## src/rtl/conv_pkg.sv

```systemverilog
// Shared definitions for the 3x3 convolution front end: default geometry,
// counter widths, window count per map and the pixel type.
package conv_pkg;

  localparam int CONV_WI    = 8;
  localparam int CONV_IMG_W = 28;
  localparam int CONV_IMG_H = 28;

  localparam int COL_W   = $clog2(CONV_IMG_W);
  localparam int ROW_W   = $clog2(CONV_IMG_H);
  localparam int NUM_WIN = (CONV_IMG_W - 2) * (CONV_IMG_H - 2);

  typedef logic [CONV_WI-1:0] pixel_t;

  // Valid (unpadded) 3x3 windows in a w x h map.
  function automatic int num_windows(input int w, input int h);
    return (w - 2) * (h - 2);
  endfunction

endpackage

```

## src/rtl/conv_line_buffer.sv

```systemverilog
// Fixed-length pixel delay line: a circular RAM of DEPTH entries with a single
// pointer. Each enabled cycle the entry under the pointer is presented on
// oData (the pixel written DEPTH enables ago) and overwritten with iData.
module conv_line_buffer
  import conv_pkg::*;
#(
  parameter int WI    = CONV_WI,
  parameter int DEPTH = CONV_IMG_W
) (
  input  logic          iClk,
  input  logic          iRst,
  input  logic          iEn,
  input  logic [WI-1:0] iData,
  output logic [WI-1:0] oData
);

  localparam int PTR_W = $clog2(DEPTH);

  logic [WI-1:0]    mem [DEPTH];
  logic [PTR_W-1:0] ptr;

  // Read-before-write: the old entry leaves as the new one arrives.
  assign oData = mem[ptr];

  // Store the incoming pixel at the current slot.
  // NOTE: the RAM has no reset; its contents are masked until a full row has
  // been rewritten, and a reset term would stop it mapping onto RAM cells.
  always_ff @(posedge iClk) begin
    if (iEn) mem[ptr] <= iData;
  end

  // Advance the circular pointer on every accepted pixel.
  // NOTE: state registers use non-blocking assignments so every flop samples
  // pre-edge values, independent of block ordering.
  always_ff @(posedge iClk or posedge iRst) begin
    if (iRst) begin
      ptr <= '0;
    end else if (iEn) begin
      ptr <= (ptr == PTR_W'(DEPTH - 1)) ? '0 : ptr + 1'b1;
    end
  end

endmodule

```

## src/rtl/conv3x3_window_gen.sv

```systemverilog
// Raster-scan 3x3 sliding-window generator feeding four_conv3x3_kernel.
// Two cascaded line buffers supply rows r-1 and r-2 for the column being
// accepted; three 3-deep shift registers form the window. A window is valid
// one cycle after pixel (r,c) with r>=2 and c>=2 is accepted, and a map-done
// pulse follows the last window of each map by one cycle.
// Optional build macro: WINGEN_PHASE_EN adds oPhase, a mod-4 count of
// completed maps that steps in the same cycle as oMapDone.
module conv3x3_window_gen
  import conv_pkg::*;
#(
  parameter int WI    = CONV_WI,
  parameter int IMG_W = CONV_IMG_W,
  parameter int IMG_H = CONV_IMG_H
) (
  input  logic            iClk,
  input  logic            iRst,
  input  logic            iSoftClr,
  input  logic            iPixValid,
  input  logic [WI-1:0]   iPixData,
  output logic [3*WI-1:0] oWindowInRow1,
  output logic [3*WI-1:0] oWindowInRow2,
  output logic [3*WI-1:0] oWindowInRow3,
  output logic            oInValid,
  output logic            oMapDone
`ifdef WINGEN_PHASE_EN
  ,
  output logic [1:0]      oPhase
`endif
);

  localparam int COL_BITS = $clog2(IMG_W);
  localparam int ROW_BITS = $clog2(IMG_H);

  logic [COL_BITS-1:0] col;
  logic [ROW_BITS-1:0] row;
  logic                accept;
  logic                col_last;
  logic                row_last;
  logic                win_ok;
  logic                last_acc;
  logic [WI-1:0]       lb1_out;
  logic [WI-1:0]       lb2_out;

  // A soft clear wins over a simultaneous pixel, which is dropped.
  assign accept   = iPixValid & ~iSoftClr;
  assign col_last = (col == COL_BITS'(IMG_W - 1));
  assign row_last = (row == ROW_BITS'(IMG_H - 1));
  // Columns 0 and 1 hold the previous row's tail in the shift registers.
  assign win_ok   = (row >= ROW_BITS'(2)) && (col >= COL_BITS'(2));

  // Raster position of the next pixel to be accepted.
  always_ff @(posedge iClk or posedge iRst) begin
    if (iRst) begin
      col <= '0;
      row <= '0;
    end else if (iSoftClr) begin
      col <= '0;
      row <= '0;
    end else if (iPixValid) begin
      if (col_last) begin
        col <= '0;
        row <= row_last ? '0 : row + 1'b1;
      end else begin
        col <= col + 1'b1;
      end
    end
  end

  // Row r-1 delay line, fed by the incoming pixel.
  conv_line_buffer #(
    .WI    (WI),
    .DEPTH (IMG_W)
  ) u_lb1 (
    .iClk  (iClk),
    .iRst  (iRst),
    .iEn   (accept),
    .iData (iPixData),
    .oData (lb1_out)
  );

  // Row r-2 delay line, cascaded from the first.
  conv_line_buffer #(
    .WI    (WI),
    .DEPTH (IMG_W)
  ) u_lb2 (
    .iClk  (iClk),
    .iRst  (iRst),
    .iEn   (accept),
    .iData (lb1_out),
    .oData (lb2_out)
  );

  // Window shift registers: newest column enters at the LSB end, so the MSB
  // slice holds column c-2 (w00 ordering). Held between accepted pixels.
  always_ff @(posedge iClk or posedge iRst) begin
    if (iRst) begin
      oWindowInRow1 <= '0;
      oWindowInRow2 <= '0;
      oWindowInRow3 <= '0;
    end else if (accept) begin
      oWindowInRow1 <= {oWindowInRow1[2*WI-1:0], lb2_out};
      oWindowInRow2 <= {oWindowInRow2[2*WI-1:0], lb1_out};
      oWindowInRow3 <= {oWindowInRow3[2*WI-1:0], iPixData};
    end
  end

  // Window valid, last-window marker and the map-done pulse one cycle later.
  always_ff @(posedge iClk or posedge iRst) begin
    if (iRst) begin
      oInValid <= 1'b0;
      last_acc <= 1'b0;
      oMapDone <= 1'b0;
    end else if (iSoftClr) begin
      oInValid <= 1'b0;
      last_acc <= 1'b0;
      oMapDone <= 1'b0;
    end else begin
      oInValid <= accept & win_ok;
      last_acc <= accept & col_last & row_last;
      oMapDone <= last_acc;
    end
  end

`ifdef WINGEN_PHASE_EN
  // Completed-map count; steps on the same edge that raises oMapDone.
  always_ff @(posedge iClk or posedge iRst) begin
    if (iRst) begin
      oPhase <= 2'd0;
    end else if (iSoftClr) begin
      oPhase <= 2'd0;
    end else if (last_acc) begin
      oPhase <= oPhase + 2'd1;
    end
  end
`endif

endmodule

```

## config.mk

```make
export PLATFORM = sky130hd
export DESIGN_NAME = conv3x3_window_gen
export DESIGN_NICKNAME = d
export VERILOG_FILES = /design/src/rtl/conv_pkg.sv /design/src/rtl/conv_line_buffer.sv /design/src/rtl/conv3x3_window_gen.sv
export SDC_FILE = /design/constraint.sdc
export NUM_CORES = 1
export LEC_CHECK = 0
export ABC_AREA = 1
export CAP_MARGIN = 15
export CORE_MARGIN = 2
export CORE_UTILIZATION = 50
export DETAILED_ROUTE_END_ITERATION = 7
export PLACE_DENSITY = 0.67
export SETUP_SLACK_MARGIN = 0.05
export SYNTH_ARGS = -nofsm -noshare
export SYNTH_HDL_FRONTEND = slang
export SYNTH_SLANG_ARGS = --single-unit
```

## constraint.sdc

```tcl
create_clock -name iClk -period 4.55 [get_ports iClk]
set_clock_uncertainty 0.2 [all_clocks]
set_input_delay 0.6825 -clock iClk [delete_from_list [all_inputs] [get_ports iClk]]
set_output_delay 0.6825 -clock iClk [all_outputs]
set_load 0.1 [all_outputs]
```

**Cells colored by class**

Drawn at 1 px/um. Fill, decap, tap and diode cells in gray.
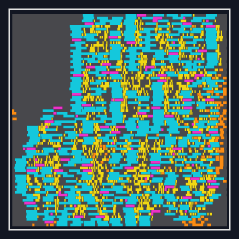
Key: combinational and other logic = yellow [cells 1,647, share of their area 27%]; remaining buffers and delay cells = orange [cells 110, share of their area 4.0%]; sequential cells = cyan [cells 543, share of their area 63%]; clock drivers and dummy loads = magenta [cells 94, share of their area 6.7%]
final instance area: 26,100 um^2
row count: 78
fraction of area in registers: 60.7%
core area: 45,500 um^2

**Power grid**

Drawn at 1.5 px/um. Pins as bars on the die edge.
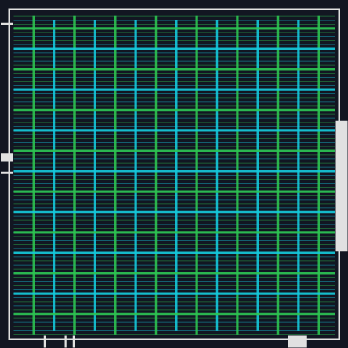
Key: VDD = cyan; VSS = green
86 signal pins sit on the boundary. 79 met1 rails follow the rows.

**Placed standard cells**

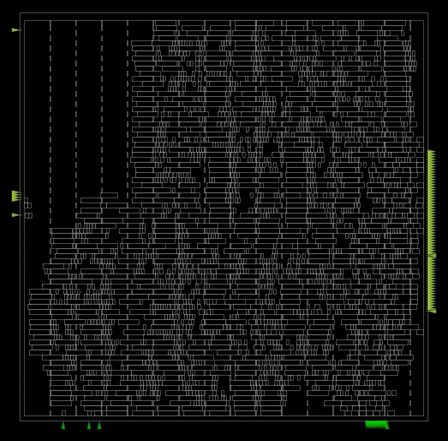
Cell Count, Final, Fillers Out: 2,994
Seq Cell Count: 543
utilization after layout: 57.3%

**Wiring by layer**

Drawn at 1.5 px/um. Two of the layers only.
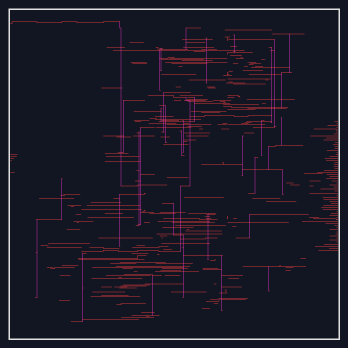
Key: metal 3 = red [wire length 4,360 um]; metal 4 = magenta [wire length 1,220 um]

==> job_summary.md <==
## Implementation flow summary

| Metric | Value |
|---|---|
| Launch point of the critical path | `u_lb1.ptr[0]` |
| Cell depth of the worst setup path | `4` |
| FMAX | `~300 MHz` |
| CP Capture Point | `u_lb1.mem[20][0]` |
| Drt first pass iters | `6` |
| Ant. Diodes | `0` |
| R2R Setup Slk | `between 1000 and 1500 ps` |
| Slew Limit Fails | `0` |
| Crit. End Element | `flop` |
| PortBufs | `85` |
| P_comb | `5.78 mW` |
| Final setup margin | `approximately 1200 ps` |
| Clock slew at reported path FFs | `roughly 70 ps` |
| Yosys Instances | `between 2,000 and 2,500` |
| GPL Wtd Cong | `roughly 0.89` |
| Area after DPL | `roughly 24,000 um^2` |
| Total tool warning count | `34` |
| Status | `finished, final reports clean` |
| Met3 WL | `roughly 4.4 mm` |
| ClkCell Share | `between 6 and 7%` |
| Die ar. | `48,000 um^2` |
| Reg2Reg Depth | `4` |
| Comb/total area | `a little over a fifth` |
| Wire per inst | `between 15 and 20 um` |
| PwrDens | `between 600 and 700 nW/um^2` |
| Register share after synthesis | `between 60% and 70%` |
| Heaviest power group | `sequential cells` |
| Worst hold path type | `in2async` |
| FF+latch count, synth | `between 500 and 600` |
| H-Tree Depth | `2` |
| Worst Path Arrival | `3410 ps` |
| Buffers, non-clock | `~110` |
| M1 WL | `23.6 mm` |
| Cell Type Count | `30` |
| CTS buffer count | `about 55` |
Power is estimated from default activity; no workload was simulated.
